**config.mk**
```make
export PLATFORM = sky130hd
export DESIGN_NAME = acc_quant_out_flat
export DESIGN_NICKNAME = d
export VERILOG_FILES = /design/src/rtl/acc_pkg.sv /design/src/rtl/acc_quant_out_if.sv /design/src/rtl/acc_quant_out_sync_fifo_fwft.sv /design/src/rtl/acc_quant_out.sv /design/src/flat_wrapper.sv
export SDC_FILE = /design/constraint.sdc
export NUM_CORES = 1
export LEC_CHECK = 0
export ABC_AREA = 1
export CAP_MARGIN = 20
export CORE_MARGIN = 10
export CORE_UTILIZATION = 60
export DETAILED_ROUTE_END_ITERATION = 7
export PLACE_DENSITY = 0.85
export SLEW_MARGIN = 15
export SYNTH_ARGS = -nofsm -noshare
export SYNTH_HDL_FRONTEND = slang
export SYNTH_SLANG_ARGS = --single-unit
```
**constraint.sdc**
```tcl
create_clock -name clk -period 6.7 [get_ports clk]
set_clock_uncertainty 0.15 [all_clocks]
set_input_delay 0.67 -clock clk [delete_from_list [all_inputs] [get_ports clk]]
set_output_delay 0.67 -clock clk [all_outputs]
set_load 0.05 [all_outputs]
```
**src/rtl/acc_pkg.sv**
```systemverilog
// Shared widths and arithmetic helpers for the accumulator output quantizer.
package acc_pkg;

    localparam int unsigned ACC_WIDTH_DEF  = 40;
    localparam int unsigned BIAS_WIDTH_DEF = 32;
    localparam int unsigned DW_DEF         = 8;
    localparam int unsigned FIFO_DEPTH_DEF = 4;
    localparam int unsigned SAT_CNT_W_DEF  = 16;
    localparam int unsigned SHIFT_W        = 5;
    localparam int unsigned MAX_W          = 64;

    typedef logic signed [MAX_W-1:0] wide_t;

    function automatic wide_t sat_max(input int unsigned w);
        wide_t one;
        one = wide_t'(1);
        return (one <<< (w - 1)) - one;
    endfunction

    function automatic wide_t sat_min(input int unsigned w);
        return -sat_max(w) - wide_t'(1);
    endfunction

    function automatic logic sat_hit(input wide_t v, input int unsigned w);
        return (v > sat_max(w)) || (v < sat_min(w));
    endfunction

    function automatic wide_t sat_to(input wide_t v, input int unsigned w);
        if (v > sat_max(w)) return sat_max(w);
        if (v < sat_min(w)) return sat_min(w);
        return v;
    endfunction

    // Half-LSB of the shifted result; adding it before an arithmetic shift rounds half up.
    function automatic wide_t rnd_const(input logic [SHIFT_W-1:0] sh);
        if (sh == '0) return '0;
        return wide_t'(1) <<< (sh - SHIFT_W'(1));
    endfunction

endpackage

```
**src/rtl/acc_quant_out_if.sv**
```systemverilog
// Accumulator strobe input and quantized valid/ready output bundle.
interface acc_quant_out_if #(
    parameter int unsigned ACC_WIDTH  = acc_pkg::ACC_WIDTH_DEF,
    parameter int unsigned BIAS_WIDTH = acc_pkg::BIAS_WIDTH_DEF,
    parameter int unsigned DW         = acc_pkg::DW_DEF
);
    logic signed [ACC_WIDTH-1:0]  acc_i;
    logic                         acc_vld_i;
    logic signed [BIAS_WIDTH-1:0] bias_i;
    logic [4:0]                   shift_i;
    logic                         relu_en_i;
    logic signed [DW-1:0]         dout_o;
    logic                         dout_vld_o;
    logic                         dout_rdy_i;
    logic                         full_o;

    modport master (
        output acc_i, acc_vld_i, bias_i, shift_i, relu_en_i, dout_rdy_i,
        input  dout_o, dout_vld_o, full_o
    );

    modport slave (
        input  acc_i, acc_vld_i, bias_i, shift_i, relu_en_i, dout_rdy_i,
        output dout_o, dout_vld_o, full_o
    );
endinterface

```
**src/rtl/acc_quant_out_sync_fifo_fwft.sv**
```systemverilog
// Show-ahead synchronous FIFO with registered occupancy count.
module sync_fifo_fwft #(
    parameter int unsigned WIDTH = 8,
    parameter int unsigned DEPTH = 4,
    localparam int unsigned CNT_W = $clog2(DEPTH) + 1
) (
    input  logic             clk,
    input  logic             rst,
    input  logic             i_push,
    input  logic [WIDTH-1:0] i_wdata,
    input  logic             i_pop,
    output logic [WIDTH-1:0] o_rdata,
    output logic [CNT_W-1:0] o_count,
    output logic             o_empty
);
    localparam int unsigned PTR_W = $clog2(DEPTH);

    logic [WIDTH-1:0] r_mem [DEPTH];
    logic [PTR_W-1:0] r_wr_ptr;
    logic [PTR_W-1:0] r_rd_ptr;
    logic [CNT_W-1:0] r_count;
    logic             w_full;
    logic             w_push;
    logic             w_pop;

    assign o_empty = (r_count == '0);
    assign w_full  = (r_count == CNT_W'(DEPTH));
    assign w_pop   = i_pop & ~o_empty;
    assign w_push  = i_push & (~w_full | w_pop);

    always_ff @(posedge clk) begin
        if (rst) begin
            r_wr_ptr <= '0;
            r_rd_ptr <= '0;
            r_count  <= '0;
        end else begin
            if (w_push) r_wr_ptr <= r_wr_ptr + PTR_W'(1);
            if (w_pop)  r_rd_ptr <= r_rd_ptr + PTR_W'(1);
            case ({w_push, w_pop})
                2'b10:   r_count <= r_count + CNT_W'(1);
                2'b01:   r_count <= r_count - CNT_W'(1);
                default: r_count <= r_count;
            endcase
        end
    end

    always_ff @(posedge clk) begin
        if (w_push) r_mem[r_wr_ptr] <= i_wdata;
    end

    // Empty head reads as zero so nothing stale is visible after reset.
    assign o_rdata = o_empty ? '0 : r_mem[r_rd_ptr];
    assign o_count = r_count;
endmodule

```
**src/rtl/acc_quant_out.sv**
```systemverilog
// Quantizes completed accumulations (bias, round, saturate, ReLU) into a
// credit-managed output FIFO.
module acc_quant_out
    import acc_pkg::*;
#(
    parameter int unsigned ACC_WIDTH  = ACC_WIDTH_DEF,
    parameter int unsigned BIAS_WIDTH = BIAS_WIDTH_DEF,
    parameter int unsigned DW         = DW_DEF,
    parameter int unsigned FIFO_DEPTH = FIFO_DEPTH_DEF,
    parameter int unsigned SAT_CNT_W  = SAT_CNT_W_DEF
) (
    input  logic                 clk,
    input  logic                 rst,
    acc_quant_out_if.slave       s_bus,
    output logic                 ovf_o,
    output logic [SAT_CNT_W-1:0] sat_cnt_o
);
    localparam int unsigned S1_W  = ACC_WIDTH + 1;
    localparam int unsigned S2_W  = ACC_WIDTH + 2;
    localparam int unsigned CNT_W = $clog2(FIFO_DEPTH) + 1;
    localparam int unsigned OCC_W = CNT_W + 2;

    logic                   w_full;
    logic                   w_accept;
    logic signed [S1_W-1:0] w_s1_sum;
    logic signed [S2_W-1:0] w_s2_sum;
    logic signed [S2_W-1:0] w_s2_shr;
    wide_t                  w_s3_wide;
    logic                   w_s3_sat;
    logic [DW-1:0]          w_s3_q;
    logic [DW-1:0]          w_fifo_rdata;
    logic [CNT_W-1:0]       w_fifo_count;
    logic                   w_fifo_empty;
    logic                   w_pop;
    logic [OCC_W-1:0]       w_occ;

    logic                   r_s1_vld;
    logic signed [S1_W-1:0] r_s1_sum;
    logic [SHIFT_W-1:0]     r_s1_shift;
    logic                   r_s1_relu;
    logic                   r_s2_vld;
    logic signed [S2_W-1:0] r_s2_val;
    logic                   r_s2_relu;
    logic                   r_s3_vld;
    logic [DW-1:0]          r_s3_data;
    logic                   r_ovf;
    logic [SAT_CNT_W-1:0]   r_sat_cnt;

    // Every in-flight result already owns a FIFO slot; a same-cycle pop frees credit one cycle later.
    assign w_occ    = OCC_W'(w_fifo_count) + OCC_W'(r_s1_vld) + OCC_W'(r_s2_vld)
                    + OCC_W'(r_s3_vld);
    assign w_full   = (w_occ >= OCC_W'(FIFO_DEPTH));
    assign w_accept = s_bus.acc_vld_i & ~w_full;

    assign w_s1_sum  = S1_W'(s_bus.acc_i) + S1_W'(s_bus.bias_i);
    assign w_s2_sum  = S2_W'(r_s1_sum) + S2_W'(rnd_const(r_s1_shift));
    assign w_s2_shr  = w_s2_sum >>> r_s1_shift;
    assign w_s3_wide = MAX_W'(r_s2_val);
    assign w_s3_sat  = sat_hit(w_s3_wide, DW);

    always_comb begin
        w_s3_q = DW'(sat_to(w_s3_wide, DW));
        if (r_s2_relu && w_s3_q[DW-1]) w_s3_q = '0;
    end

    always_ff @(posedge clk) begin
        if (rst) begin
            r_s1_vld   <= 1'b0;
            r_s1_sum   <= '0;
            r_s1_shift <= '0;
            r_s1_relu  <= 1'b0;
            r_s2_vld   <= 1'b0;
            r_s2_val   <= '0;
            r_s2_relu  <= 1'b0;
            r_s3_vld   <= 1'b0;
            r_s3_data  <= '0;
            r_ovf      <= 1'b0;
            r_sat_cnt  <= '0;
        end else begin
            r_s1_vld <= w_accept;
            if (w_accept) begin
                r_s1_sum   <= w_s1_sum;
                r_s1_shift <= s_bus.shift_i;
                r_s1_relu  <= s_bus.relu_en_i;
            end
            r_s2_vld <= r_s1_vld;
            if (r_s1_vld) begin
                r_s2_val  <= w_s2_shr;
                r_s2_relu <= r_s1_relu;
            end
            r_s3_vld <= r_s2_vld;
            if (r_s2_vld) r_s3_data <= w_s3_q;
            if (s_bus.acc_vld_i && w_full) r_ovf <= 1'b1;
            if (r_s2_vld && w_s3_sat && (r_sat_cnt != '1)) begin
                r_sat_cnt <= r_sat_cnt + SAT_CNT_W'(1);
            end
        end
    end

    sync_fifo_fwft #(
        .WIDTH (DW),
        .DEPTH (FIFO_DEPTH)
    ) u_fifo (
        .clk     (clk),
        .rst     (rst),
        .i_push  (r_s3_vld),
        .i_wdata (r_s3_data),
        .i_pop   (w_pop),
        .o_rdata (w_fifo_rdata),
        .o_count (w_fifo_count),
        .o_empty (w_fifo_empty)
    );

    assign w_pop            = ~w_fifo_empty & s_bus.dout_rdy_i;
    assign s_bus.dout_o     = w_fifo_rdata;
    assign s_bus.dout_vld_o = ~w_fifo_empty;
    assign s_bus.full_o     = w_full;
    assign ovf_o            = r_ovf;
    assign sat_cnt_o        = r_sat_cnt;
endmodule

```
**src/flat_wrapper.sv**
```systemverilog
// flat-port wrapper written by rule: the top's interface ports become plain ports
module acc_quant_out_flat import acc_pkg::*;
#(
    parameter int unsigned ACC_WIDTH  = ACC_WIDTH_DEF,
    parameter int unsigned BIAS_WIDTH = BIAS_WIDTH_DEF,
    parameter int unsigned DW         = DW_DEF,
    parameter int unsigned FIFO_DEPTH = FIFO_DEPTH_DEF,
    parameter int unsigned SAT_CNT_W  = SAT_CNT_W_DEF
)
  (clk, rst, ovf_o, sat_cnt_o, s_bus_acc_i, s_bus_acc_vld_i, s_bus_bias_i, s_bus_shift_i, s_bus_relu_en_i, s_bus_dout_rdy_i, s_bus_dout_o, s_bus_dout_vld_o, s_bus_full_o);
  acc_quant_out_if #(.ACC_WIDTH(ACC_WIDTH), .BIAS_WIDTH(BIAS_WIDTH), .DW(DW)) s_bus_i ();
  input  logic clk;
  input  logic rst;
  output logic ovf_o;
  output logic [SAT_CNT_W-1:0] sat_cnt_o;
  input wire logic [$bits(s_bus_i.acc_i)-1:0] s_bus_acc_i;
  input wire logic [$bits(s_bus_i.acc_vld_i)-1:0] s_bus_acc_vld_i;
  input wire logic [$bits(s_bus_i.bias_i)-1:0] s_bus_bias_i;
  input wire logic [$bits(s_bus_i.shift_i)-1:0] s_bus_shift_i;
  input wire logic [$bits(s_bus_i.relu_en_i)-1:0] s_bus_relu_en_i;
  input wire logic [$bits(s_bus_i.dout_rdy_i)-1:0] s_bus_dout_rdy_i;
  output wire logic [$bits(s_bus_i.dout_o)-1:0] s_bus_dout_o;
  output wire logic [$bits(s_bus_i.dout_vld_o)-1:0] s_bus_dout_vld_o;
  output wire logic [$bits(s_bus_i.full_o)-1:0] s_bus_full_o;
  assign s_bus_i.acc_i = s_bus_acc_i;
  assign s_bus_i.acc_vld_i = s_bus_acc_vld_i;
  assign s_bus_i.bias_i = s_bus_bias_i;
  assign s_bus_i.shift_i = s_bus_shift_i;
  assign s_bus_i.relu_en_i = s_bus_relu_en_i;
  assign s_bus_i.dout_rdy_i = s_bus_dout_rdy_i;
  assign s_bus_dout_o = s_bus_i.dout_o;
  assign s_bus_dout_vld_o = s_bus_i.dout_vld_o;
  assign s_bus_full_o = s_bus_i.full_o;
  acc_quant_out #(.ACC_WIDTH(ACC_WIDTH), .BIAS_WIDTH(BIAS_WIDTH), .DW(DW), .FIFO_DEPTH(FIFO_DEPTH), .SAT_CNT_W(SAT_CNT_W)) u_core (.clk(clk), .rst(rst), .s_bus(s_bus_i), .ovf_o(ovf_o), .sat_cnt_o(sat_cnt_o));
endmodule
```
==> run_1/logic_types.png <==
Scale: 3 px per um.
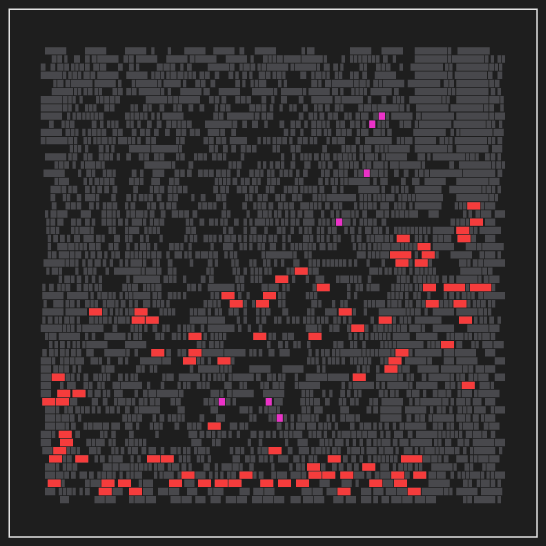
Key: magenta = AND and OR gates [cells 7]; red = adder and majority cells [cells 84]

==> run_1/io_placement.png <==
Scale: 3 px per um. Pins as bars across the die edge, other pins in grey.
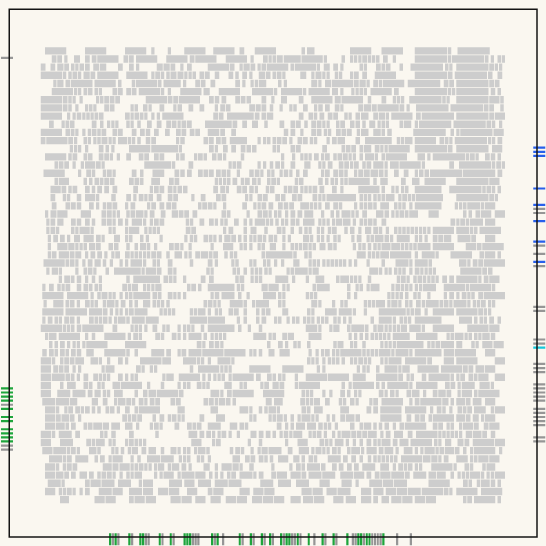
Key: blue = s_bus_dout_o [pins 8, direction output, edge right]; green = s_bus_acc_i [pins 40, direction input, edge 29 bottom, 11 left]; cyan = ovf_o [pins 1, direction output, edge right]

==> run_1/io_fan.png <==
Scale: 1.5 px per um.
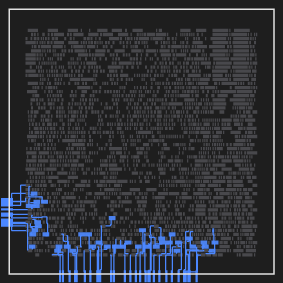
Key: blue = s_bus_acc_i [bits 40, direction input, end cells 41, wire 1040 um]

==> run 1: layout by cell type (no fill, tap or decap), drive strengths merged, types with 8 or more instances in the layout <==
cell,Yosys,routed
o21ai,137,137
nand2,664,664
nor3,24,24
xor2,23,23
dfxtp,127,127
a21oi,171,171
xnor2,20,20
clkdlybuf4s50,0,107
nand4,23,23
edfxtp,32,32
inv,302,311
clkbuf,47,17
clkinv,6,11
nor2,279,279
o211ai,16,16
o21bai,8,8
buf,36,16
ha,80,80
nand3,347,347
a31oi,28,28
==> run 1: flip-flops by register name (all words and copies together) (netlist names), named ones only <==
register / count
u_core.r_s2_relu: 1
u_core.r_s2_vld: 1
u_core.r_s3_data: 8
u_core.r_s1_sum: 41
u_core.ovf_o: 1
u_core.sat_cnt_o: 16
u_core.r_s1_shift: 5
u_core.u_fifo.o_count: 3
u_core.r_s3_vld: 1
u_core.u_fifo.r_wr_ptr: 2
u_core.u_fifo.r_rd_ptr: 2
u_core.r_s1_vld: 1
u_core.r_s1_relu: 1
u_core.r_s2_val: 42
u_core.u_fifo.r_mem: 32
==> run 1: power breakdown <==
group	internal [mW]	switching [mW]
Sequential	1.11	0.138
Combinational	0.672	1.42
Clock	0.510	0.518
==> run 1: final cells by class <==
| cell class | count | area (um^2) | area share, % |
|---|---|---|---|
| multi-input combinational | 1866 | 9460 | 57.9 |
| sequential | 159 | 3500 | 21.5 |
| timing repair buffer | 123 | 1210 | 7.40 |
| inverter | 308 | 1160 | 7.08 |
| clock buffer | 17 | 425 | 2.60 |
| tap | 319 | 399 | 2.44 |
| clock inverter | 15 | 180 | 1.10 |
==> run 1: worst max-delay path by stage <==
| stage | to | slack (ns) | cells after the start |
|---|---|---|---|
| 2_1_floorplan | u_core.r_s2_val[23]$_SDFFE_PP0P_ | 3.22 | 28 |
| 3_3_place_gp | u_core.r_s2_val[24]$_SDFFE_PP0P_ | 2.27 | 29 |
| 3_5_place_dp | u_core.r_s2_val[24]$_SDFFE_PP0P_ | 2.12 | 29 |
| 4_1_cts | u_core.r_s2_val[24]$_SDFFE_PP0P_ | 2.10 | 28 |
| 5_1_grt | u_core.r_s2_val[24]$_SDFFE_PP0P_ | 1.52 | 29 |
| 6_report | u_core.r_s2_val[24]$_SDFFE_PP0P_ | 1.96 | 28 |
==> run 1: per-stage QoR <==
stage	util [%]	power, mW	std cells	setup WS, ns
2_1_floorplan	-	2.72	2416	3.22
3_3_place_gp	66.5	3.25	2774	2.27
3_5_place_dp	66.6	3.30	2775	2.12
4_1_cts	69.2	4.32	2807	2.10
5_1_grt	69.2	4.64	2807	1.52
6_report	69.2	4.37	2807	1.96
==> run 1: routing by layer <==
layer | vias to the layer above | track usage [%] | part of all wire, %
li1 | 8043 | - | -
met2 | 864 | 50.4 | 45
met1 | 7533 | 39.5 | 42
met4 | 0 | 11.2 | 3.6
met5 | - | 0 | 0
met3 | 141 | 4.87 | 9.1
==> run 1: critical path: cells and delay by family, from the launching register on <==
kind | cells | cell delay (ns)
DFF | 1 | 0.32
adders and majority gates | 2 | 0.65
buffers and inverters | 6 | 1.03
and+or+nand+nor | 20 | 2.51
==> results_slide.txt, run 1 <==
Synthesis and Place & Route Summary

Pwr
  – Pwr dens: approximately 270 mW/mm^2
  – Maximum vdd drop: 0.194 mV
  – Leak pwr: just under 8 nW

Yosys
  – Register share after synthesis: about 24%
  – Xor and xnor area share after synthesis: 2.60%
  – Post-synth area from yosys stat: 0.0145 mm^2
  – Most frequent cell after synthesis: nand2_1
  – Post-Synth AOI/OAI Area: 14.7%
  – Synth cell count leaders: 645 x nand2_1, 326 x nand3_1, 298 x inv_1
  – Top area contributor share: 17.5%
  – Yosys warning tally: 0
  – Mean post-synth cell area: 6.00 um^2
  – Fraction of registers with async set/reset: 0%
  – Mapped Cells: about 2400
  – Syn Std Cell Area: roughly 0.014 mm^2
  – Post-synth EDFFs: 32
  – Syn Nets: around 2600
  – Yosys cell count: about 2400
  – Unique cell types: 52
  – Synth mux share: 0.0690%
  – Synth Register Bits: 159
  – Commonest flop: dfxtp_1
  – AND/OR/NAND/NOR Cells, Area Fraction: between 40% and 50%
  – Synth area leader: dfxtp_1
  – Dominant comb cell: simple AND/OR/NAND/NOR gates
  – Fraction of the mapped netlist area in adder cells: 7.46%
  – Top cells by area: dfxtp_1 18%, nand2_1 17%, nand3_1 11%

Final layout
  – Filler cells: 2137
  – Final #Nets: 2641
  – Layout cells sized above 1: under 10%
  – Antenna diodes: 0
  – Area Growth Syn to Fin: 12.7%
  – Post-layout instance area: approximately 0.016 mm^2

STA
  – Final hold slack: 0.326 ns
  – Fin. Hold Viols: 0
  – Slew @ Worst Pin: 0.999 ns
  – Max frequency: 211 MHz
  – Post-route setup TNS: 0 ns
  – RSZ-0062 raised after global routing: no
  – Fin. max-slew vios: 0
  – Final min period: 4.74 ns
  – Slew margin rel.: 32.7%
  – Tcrit/Tclk final: 70.8%
  – # setup viols final: 0

CTS
  – Worst-case clock buffer depth: 2
  – H-Tree Depth: 4
  – Clock-pin slew on the worst setup and hold paths: 0.08 ns
  – Num Clock Sinks: 159
  – PostCTS Resize Cnt: 0
  – CTS tree: yes
  – CTS root buf: clkbuf_16
  – Post-CTS Setup Inserts: 0
  – CTS Hold Bufs: 0
  – Clock Latency Late Sink: 0.45 ns
  – CTS Buf Count: 17

Global route
  – Number of antenna violations at the first check in global routing: 0
  – Largest net degree at the start of global routing: 68
  – Grt ovf: 0
  – GRT Util Overall: 30.6%
  – First-pass GRT wire length: 77900 um
  – Vias in the first global route: 15400

Die
  – Die Wd: 175 um
  – Floorplan core density: 61.4%
  – CORE AREA: 0.0236 mm^2
  – Chip area: slightly above 0.03 mm^2
  – DIE HEIGHT: 175 um
  – IO Pins: 109
  – Core Rows: 56

Worst setup path
  – Largest stage delay on the critical path: between 0.4 and 0.5 ns
  – Critical-path maximum fanout: 51
  – Critical path data arrival time: around 5 ns
  – Reg2Reg Setup Slack: 1.96 ns
  – Startpoint Class: register
  – Crit Path Class: register to register
  – R2R cell count: 28
  – Worst setup EP type: register
  – CP max stage cell: fa_1
  – Most used cell, CP: nand2_1
  – FF-to-FF End: u_core.r_s2_val[24]$_SDFFE_PP0P_
  – Worst R2R Start: u_core.r_s1_shift[3]$_SDFFE_PP0P_
  – CP Launch Point: u_core.r_s1_shift[3]$_SDFFE_PP0P_
  – Worst EP required: approximately 7.0 ns

Placement
  – GP Congestion: approximately 1.0
  – # port buffers: 108
  – Post-DP HPWL: 37800 um
  – Placed inst area: ~0.016 mm^2

Min path
  – Hold crit path type: register to register
  – Worst hold path startpoint: u_core.u_fifo.r_rd_ptr[0]$_SDFFE_PP0P_
  – Hold depth: 1

Job
  – Max-cap viol count: 0
  – Tally of OpenROAD warnings: 31

Detailed routing
  – Vias/cell: 5.91
  – Remaining routing DRC violations: 0
  – Total length of routed wires: 48200 um
  – Via count: between 15000 and 20000
  – Drt first pass iters: 6
  – Post-DRT Antenna Nets: 0
  – Wire per inst: 17.2 um
  – DRT iter0 DRCs: 1876

Run status
  – Status: completed
==> inputs of run 2 (changes only) <==
==> constraint.sdc (replaced) <==
create_clock -name clk -period 4.8 [get_ports clk]
set_clock_uncertainty 0.15 [all_clocks]
set_input_delay 0.48 -clock clk [delete_from_list [all_inputs] [get_ports clk]]
set_output_delay 0.48 -clock clk [all_outputs]
set_load 0.05 [all_outputs]
==> run 2 against run 1 <==
  * Register-to-register slack worse by 1.5 ns
  * Sequential share of layout area is essentially flat
  * Wire length is 2.2% lower
  * Area after synthesis unchanged
  * Critical endpoint is now u_core.r_s2_val[21]$_SDFFE_PP0P_
  * Synthesized cell count is the same
  * Clock-buffer cell count stayed put
==> results_slide.txt, run 2 <==
Synthesis and Place & Route Summary

Run status
  – Status: completed (unchanged)

Pwr
  – Maximum vdd drop: 0.306 mV (was 0.194 mV)
  – Pwr dens: 372 mW/mm^2 (was 267 mW/mm^2)
  – Leak pwr: 7.88 nW (was 7.87 nW)

Die
  – Core Rows: 56 (unchanged)
  – Floorplan core density: 61.4% (unchanged)
  – Die Wd: 175 um (unchanged)
  – IO Pins: 109 (unchanged)
  – Chip area: 0.0308 mm^2 (unchanged)
  – DIE HEIGHT: 175 um (unchanged)
  – CORE AREA: 0.0236 mm^2 (unchanged)

Placement
  – # port buffers: 108 (unchanged)
  – Post-DP HPWL: 36800 um (was 37800 um)
  – Dpl ws: 0.756 ns (was 2.12 ns)
  – GP Congestion: 1.02 (was 1.04)

Yosys
  – Register share after synthesis: 24.2% (unchanged)
  – Mean post-synth cell area: 6.00 um^2 (unchanged)
  – Syn Nets: 2582 (unchanged)
  – Synth area leader: dfxtp_1 (unchanged)
  – Synth Register Bits: 159 (unchanged)
  – Mapped Cells: 2416 (unchanged)
  – Top cells by area: dfxtp_1 18%, nand2_1 17%, nand3_1 11% (unchanged)
  – Yosys warning tally: 0 (unchanged)
  – Top area contributor share: 17.5% (unchanged)
  – Syn Std Cell Area: 0.0145 mm^2 (unchanged)
  – Post-synth EDFFs: 32 (unchanged)
  – Post-synth area from yosys stat: 0.0145 mm^2 (unchanged)
  – Yosys cell count: 2416 (unchanged)
  – Fraction of registers with async set/reset: 0% (unchanged)
  – Most frequent cell after synthesis: nand2_1 (unchanged)
  – Synth cell count leaders: 645 x nand2_1, 326 x nand3_1, 298 x inv_1 (unchanged)
  – Unique cell types: 52 (unchanged)
  – Commonest flop: dfxtp_1 (unchanged)

Worst setup path
  – Critical-path maximum fanout: 49 (was 51)
  – CP Cell Sequence: clkinv_1 > buf_4 > nand2_1 > nor2_1 > nand2_1 > nor2_1 > ha_1 > nand2_1 > nor2_1 > nand2_1 > nor2_1 > nand2_1 > nand3_2 > nand2_1 > nand2_1 > nand2_1 > nand3_1 > nand3_1 > nand3_1 > nand3_1 > nand3_1 > nand3_1 > nand2_1 > inv_1
  – Worst EP required: 5.00 ns (was 6.95 ns)
  – Startpoint Class: register (unchanged)
  – Largest stage delay on the critical path: 0.43 ns (was 0.44 ns)
  – Most used cell, CP: nand2_1 (unchanged)
  – Critical path data arrival time: 4.51 ns (was 4.99 ns)
  – CP max stage cell: buf_4 (was fa_1)
  – Reg2Reg Setup Slack: 0.49 ns (was 1.96 ns)
  – Crit Path Class: register to register (unchanged)
  – Worst setup EP type: register (unchanged)

STA
  – Fin. max-slew vios: 0 (unchanged)
  – RSZ-0062 raised after global routing: no (unchanged)
  – Max frequency: 232 MHz (was 211 MHz)
  – Final hold slack: 0.322 ns (was 0.326 ns)
  – # setup viols final: 0 (unchanged)
  – Final min period: 4.31 ns (was 4.74 ns)
  – Tcrit/Tclk final: 89.9% (was 70.8%)
  – Final setup margin: 0.487 ns (was 1.96 ns)
  – Post-route setup TNS: 0 ns (unchanged)
  – Fin. Hold Viols: 0 (unchanged)
  – Slew @ Worst Pin: 0.988 ns (was 0.999 ns)
  – Slew margin rel.: 33.5% (was 32.7%)

Detailed routing
  – Remaining routing DRC violations: 0 (unchanged)
  – DRT iter0 DRCs: 2128 (was 1876)
  – Via count: 16400 (was 16600)
  – Post-DRT Antenna Nets: 0 (unchanged)
  – Vias/cell: 5.84 (was 5.91)
  – Wire per inst: 16.8 um (was 17.2 um)
  – Total length of routed wires: 47200 um (was 48200 um)
  – Drt first pass iters: 7 (was 6)

CTS
  – Worst-case clock buffer depth: 2 (unchanged)
  – Clock Latency Late Sink: 0.45 ns (about the same)
  – CTS root buf: clkbuf_16 (unchanged)
  – Num Clock Sinks: 159 (unchanged)
  – Post-CTS Setup Inserts: 0 (unchanged)
  – PostCTS Resize Cnt: 0 (unchanged)
  – CTS Buf Count: 17 (unchanged)
  – Clock-pin slew on the worst setup and hold paths: 0.08 ns (about the same)
  – CTS Hold Bufs: 0 (unchanged)
  – H-Tree Depth: 4 (unchanged)
  – CTS tree: yes (unchanged)

Min path
  – Hold crit path type: register to register (unchanged)

Global route
  – GRT Util Overall: 30.1% (was 30.6%)
  – GRT met3 Usage: 5.94% (was 4.87%)
  – First-pass GRT wire length: 76900 um (was 77900 um)
  – Number of antenna violations at the first check in global routing: 0 (unchanged)
  – Grt ovf: 0 (unchanged)
  – Met1 Use GR: 38.2% (was 39.5%)
  – Met2 Use GR: 49.8% (was 50.4%)
  – GRT busiest layer: met2 (unchanged)
  – Vias in the first global route: 15500 (was 15400)
  – Largest net degree at the start of global routing: 68 (unchanged)

Final layout
  – Top Layout Cells: 645 x nand2_1, 326 x nand3_1, 297 x inv_1, 267 x nor2_1, 164 x a21oi_1 (unchanged)
  – Reg with most FFs: u_core.r_s2_val (unchanged)
  – Layout cells sized above 1: 4.90% (was 4.86%)
  – Final #Nets: 2642 (was 2641)
  – Dominant logic cell type in the layout: nand2_1 (unchanged)
  – Antenna diodes: 0 (unchanged)
  – Max FFs per register: 42 (unchanged)
  – Biggest registers after layout: u_core.r_s2_val x42, u_core.r_s1_sum x41, u_core.u_fifo.r_mem x32 (unchanged)
  – Area Growth Syn to Fin: 12.8% (was 12.7%)

Job
  – Max-cap viol count: 0 (unchanged)
  – Tally of OpenROAD warnings: 31 (unchanged)
run 2: cell counts after synthesis:
No cell type changed its count.
run 2: cell type report:
type | count | area, um^2
inverters | 308 | 1160
clock buffers | 17 | 425
flip-flops and latches | 159 | 3500
clock inverters | 15 | 188
well taps | 319 | 399
multi-input cells | 1866 | 9460
repair buffers | 124 | 1220
fillers | 2203 | 7260
run 2: logic make-up after synthesis:
family,synth area share [%]
and+or+nand+nor,40.4
buffers and inverters,10.6
AOI/OAI and AO/OA,14.7
DFF,24.2
adders and majority gates,7.46
xor gates and xnor gates,2.60
other,0.0259
muxes,0.0690
run 2: final timing paths:
path,startpoint,to,cells past startpoint
setup reg to reg,u_core.r_s1_shift[0]$_SDFFE_PP0P_,u_core.r_s2_val[21]$_SDFFE_PP0P_,24
setup / recovery,u_core.r_s1_shift[0]$_SDFFE_PP0P_,u_core.r_s2_val[21]$_SDFFE_PP0P_,24
hold reg to reg,u_core.u_fifo.r_rd_ptr[1]$_SDFFE_PP0P_,register,2
hold / removal,u_core.u_fifo.r_rd_ptr[1]$_SDFFE_PP0P_,register,2
run 2: worst max-delay path, delay by kind of cell, from the launching register on:
kind | cells | cell delay (ns)
adder cells (fa/ha/maj) | 1 | 0.28
buffers and inverters | 3 | 0.55
flip-flops | 1 | 0.35
AND/OR/NAND/NOR | 20 | 2.88
run 2: where the power goes:
group | switching (mW) | internal [mW]
clock | 0.695 | 0.710
combinational | 1.98 | 0.943
sequential | 0.197 | 1.55
total | 2.87 | 3.21
run 2: metal layers:
metal | part of all wire [%] | vias to the layer above
li1 | - | 8050
met1 | 42 | 7369
met2 | 46 | 845
met3 | 9.6 | 125
met4 | 3.1 | 0
met5 | 0 | -
run 2: through the flow:
| step | power (mW) | instance area [um^2] | util (%) | std cells |
|---|---|---|---|---|
| final | 6.08 | 16400 | 69.2 | 2808 |
| after global routing | 6.47 | 16400 | 69.2 | 2808 |
| after CTS | 6.01 | 16400 | 69.2 | 2808 |
| after detailed placement | 4.61 | 15700 | 66.6 | 2776 |
| after global placement | 4.55 | 15700 | 66.5 | 2774 |
| after floorplan | 3.80 | 14500 | - | 2416 |
==> run_2/io_fan.png <==
Scale: 1.5 px per um.
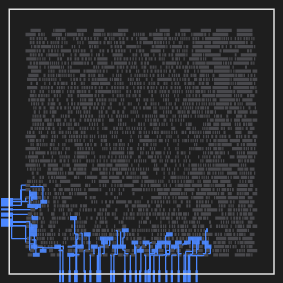
Key: blue = s_bus_acc_i [bits 40, direction input, end cells 41, wire 1010 um]

==> inputs of run 3 (changes only) <==
--- a/config.mk
+++ b/config.mk
@@ -5,12 +5,12 @@
 export SDC_FILE = /design/constraint.sdc
 export NUM_CORES = 1
 export LEC_CHECK = 0
-export ABC_AREA = 1
+export ABC_AREA = 0
 export CAP_MARGIN = 20
 export CORE_MARGIN = 10
 export CORE_UTILIZATION = 60
 export DETAILED_ROUTE_END_ITERATION = 7
-export PLACE_DENSITY = 0.85
+export PLACE_DENSITY = 0.86
 export SLEW_MARGIN = 15
 export SYNTH_ARGS = -nofsm -noshare
 export SYNTH_HDL_FRONTEND = slang
==> run 3 against run 2 <==
  * First-iteration DRC count decreased by 10%
  * Die size decreased by 6.3%
  * Fmax decreased by 6.7%
  * Largest power group unchanged
  * Combinational power decreased by 14%
  * Largest cell class unchanged
  * Highest routed layer unchanged
  * Via count decreased by 14%
==> results_slide.txt, run 3 <==
Synthesis and Place & Route Summary

Yosys
  – Synth Register Bits: 159 (unchanged)
  – Fraction of the mapped netlist area in adder cells: 8.02% (was 7.46%)
  – Commonest flop: dfxtp_1 (unchanged)
  – Top cells by area: dfxtp_1 19%, ha_1 7.4%, edfxtp_1 7.1% (was dfxtp_1 18%, nand2_1 17%, nand3_1 11%)
  – Synth mux share: 6.47% (was 0.0690%)
  – Post-Synth AOI/OAI Area: 27.7% (was 14.7%)
  – Mapped Cells: 1736 (was 2416)
  – Most frequent cell after synthesis: nand2_1 (unchanged)
  – Yosys cell count: 1736 (was 2416)
  – Register share after synthesis: 26.0% (was 24.2%)
  – Post-synth area from yosys stat: 0.0135 mm^2 (was 0.0145 mm^2)
  – Yosys warning tally: 0 (unchanged)
  – Post-synth EDFFs: 32 (unchanged)
  – Fraction of registers with async set/reset: 0% (unchanged)
  – Mean post-synth cell area: 7.76 um^2 (was 6.00 um^2)
  – Dominant comb cell: AND-OR/OR-AND gates (was simple AND/OR/NAND/NOR gates)

Placement
  – Post-DP HPWL: 34300 um (was 36800 um)
  – Placed inst area: 0.0152 mm^2 (was 0.0157 mm^2)
  – GP Congestion: 1.03 (was 1.02)
  – # port buffers: 108 (unchanged)

Pwr
  – Pwr dens: 359 mW/mm^2 (was 372 mW/mm^2)
  – Leak pwr: 6.39 nW (was 7.88 nW)
  – Maximum vdd drop: 0.222 mV (was 0.306 mV)

Detailed routing
  – Post-DRT Antenna Nets: 0 (unchanged)
  – Highest metal used: met4 (unchanged)
  – Remaining routing DRC violations: 0 (unchanged)
  – Wire per inst: 20.7 um (was 16.8 um)
  – Vias/cell: 6.62 (was 5.84)
  – DRT iter0 DRCs: 1913 (was 2128)
  – Detail Route met2 WL: 20200 um (was 21500 um)
  – Via count: 14200 (was 16400)
  – Total length of routed wires: 44400 um (was 47200 um)
  – DRT met1 WL: 18400 um (was 19700 um)

Global route
  – Number of antenna violations at the first check in global routing: 0 (unchanged)
  – First-pass GRT wire length: 70700 um (was 76900 um)
  – Largest net degree at the start of global routing: 75 (was 68)
  – Vias in the first global route: 13500 (was 15500)
  – Grt ovf: 0 (unchanged)

CTS
  – Worst-case clock buffer depth: 2 (unchanged)
  – CTS Hold Bufs: 0 (unchanged)
  – Num Clock Sinks: 159 (unchanged)
  – CTS tree: yes (unchanged)
  – Clock-pin slew on the worst setup and hold paths: 0.08 ns (about the same)
  – H-Tree Depth: 4 (unchanged)
  – Clock Latency Late Sink: 0.45 ns (about the same)
  – CTS Buf Count: 17 (unchanged)

Die
  – CORE AREA: 0.0220 mm^2 (was 0.0236 mm^2)
  – Chip area: 0.0289 mm^2 (was 0.0308 mm^2)
  – Floorplan core density: 61.4% (about the same)
  – IO Pins: 109 (unchanged)

Final layout
  – Reg with most FFs: u_core.r_s2_val (unchanged)
  – Biggest registers after layout: u_core.r_s2_val x42, u_core.r_s1_sum x41, u_core.u_fifo.r_mem x32 (unchanged)
  – Top Layout Cells: 228 x nand2_1, 190 x nor2_1, 145 x a21oi_1, 126 x dfxtp_1, 107 x clkdlybuf4s50_1 (was 645 x nand2_1, 326 x nand3_1, 297 x inv_1, 267 x nor2_1, 164 x a21oi_1)
  – Layout cells sized above 1: 10.8% (was 4.90%)
  – Area Growth Syn to Fin: 18.0% (was 12.8%)
  – Final #Nets: 2015 (was 2642)
  – Max FFs per register: 42 (unchanged)

Worst setup path
  – Most used cell, CP: mux2_2 (was nand2_1)
  – Critical-path maximum fanout: 48 (was 49)
  – Startpoint Class: register (unchanged)
  – Largest stage delay on the critical path: 0.49 ns (was 0.43 ns)
  – Worst setup EP type: register (unchanged)
  – Critical path data arrival time: 4.81 ns (was 4.51 ns)
  – CP max stage cell: a2111oi_4 (was buf_4)
  – Reg2Reg Setup Slack: 0.18 ns (was 0.49 ns)

STA
  – Slew @ Worst Pin: 0.860 ns (was 0.988 ns)
  – Final hold slack: 0.292 ns (was 0.322 ns)
  – Fin. max-slew vios: 0 (unchanged)
  – Tcrit/Tclk final: 96.3% (was 89.9%)
  – Post-route setup TNS: 0 ns (unchanged)
  – Fin. Hold Viols: 0 (unchanged)
  – # setup viols final: 0 (unchanged)
  – Final min period: 4.62 ns (was 4.31 ns)

Run status
  – Status: completed (unchanged)

Min path
  – Hold depth: 2 (unchanged)
  – Hold crit path type: input pin to register (was register to register)

Job
  – Tally of OpenROAD warnings: 31 (unchanged)
  – Max-cap viol count: 0 (unchanged)
[run 3: cell count changes after synthesis, sizes merged, moves of 24 or more]
cell	before	now
mux2i	1	41
xnor2	20	44
nor2	279	191
nand3	347	49
inv	302	35
a21o	6	49
nand2	664	230
o21ai	137	75
a211oi	2	38
[run 3: cells by family after synthesis]
logic type,Yosys count
flops,159
simple gates,666
compound gates,544
other cells,1
fa+ha+maj,84
xor+xnor,77
mux,68
buf+inv,137
[run 3: per-layer routing]
metal	global-route usage, %	vias to the layer above
li1	-	6698
met1	39.0	6571
met2	47.9	770
met3	5.04	135
met4	14.6	0
met5	0	-
[run 3: power by group]
part           internal [mW]  switching [mW]  total (mW)
sequential              1.52           0.188        1.71
clock                  0.722           0.734        1.46
combinational          0.993            1.54        2.53
total                   3.24            2.46        5.70
[run 3: stage by stage]
step | worst slack (ns) | cells | total power [mW]
3_3_place_gp | 0.167 | 2110 | 4.15
5_1_grt | -0.0201 | 2142 | 5.98
3_5_place_dp | 0.174 | 2110 | 4.19
6_report | 0.177 | 2142 | 5.70
2_1_floorplan | 0.120 | 1736 | 3.38
4_1_cts | 0.120 | 2142 | 5.64
[run 3: repair_timing]
action / 4_1_cts / 5_1_grt
buffers inserted: 0 / 0
endpoints found under the setup margin: 0 / 24
hold endpoints to repair: 0 / 0
gates resized: 0 / 25
[run 3: final timing paths]
check                                     from                                to
min                                        rst  u_core.r_s2_val[41]$_SDFFE_PP0P_
min reg2reg   u_core.r_s1_sum[30]$_SDFFE_PP0P_  u_core.r_s1_sum[30]$_SDFFE_PP0P_
max          u_core.r_s1_shift[3]$_SDFFE_PP0P_  u_core.r_s2_val[24]$_SDFFE_PP0P_
max reg2reg  u_core.r_s1_shift[3]$_SDFFE_PP0P_  u_core.r_s2_val[24]$_SDFFE_PP0P_
[run 3: layout make-up]
cell class / instances / area [um^2]
Tap cell: 280 / 350
Clock inverter: 15 / 204
Fill cell: 1786 / 6060
Clock buffer: 17 / 425
Inverter: 37 / 139
Sequential cell: 159 / 3500
Timing Repair Buffer: 194 / 1750
Multi-Input combinational cell: 1440 / 9520
[run 3: critical path, delay by kind of cell (launching register included)]
family / cells / cell delay, ns
simple gates: 6 / 1.12
compound gates: 3 / 1.11
mux: 3 / 0.88
fa+ha+maj: 1 / 0.47
flops: 1 / 0.39
buf+inv: 1 / 0.26
xor+xnor: 1 / 0.14
==> run_3/io_placement.png <==
Scale: 3 px per um. Pins as bars across the die edge, other pins in grey.
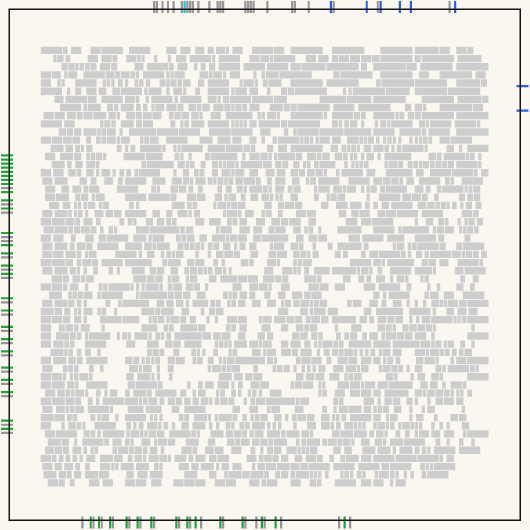
Key: green = s_bus_acc_i [pins 40, direction input, edge 26 left, 14 bottom]; blue = s_bus_dout_o [pins 8, direction output, edge 6 top, 2 right]; cyan = ovf_o [pins 1, direction output, edge top]
All pins by edge: 44 left, 32 top, 31 bottom, 2 right.


==> notes/layouts.md <==
Pictures saved along the way, in no particular order.

Drive-strength map.
Scale: 3 px per um.
panel A
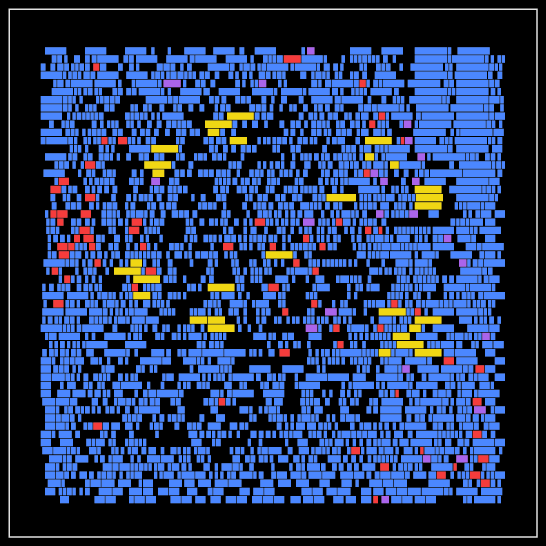
panel B
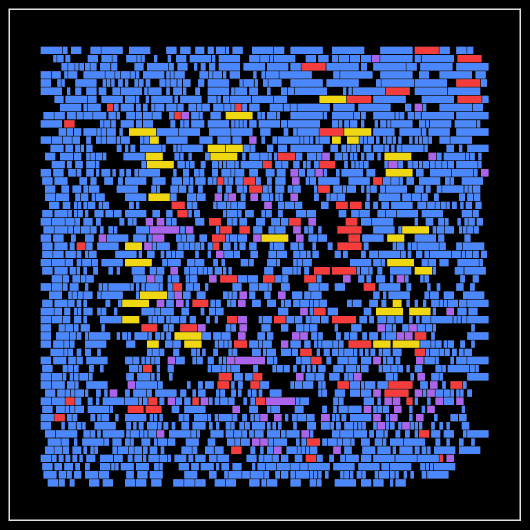
- panel A = run 1
- panel B = run 3

Key to panel A:
Key: blue = _0 and _1 cells [cells 2367]; yellow = _6 and larger [cells 30]; red = _2 cells [cells 68]; purple = _3 and _4 cells [cells 23]

Power is estimated from default activity; no workload was simulated.
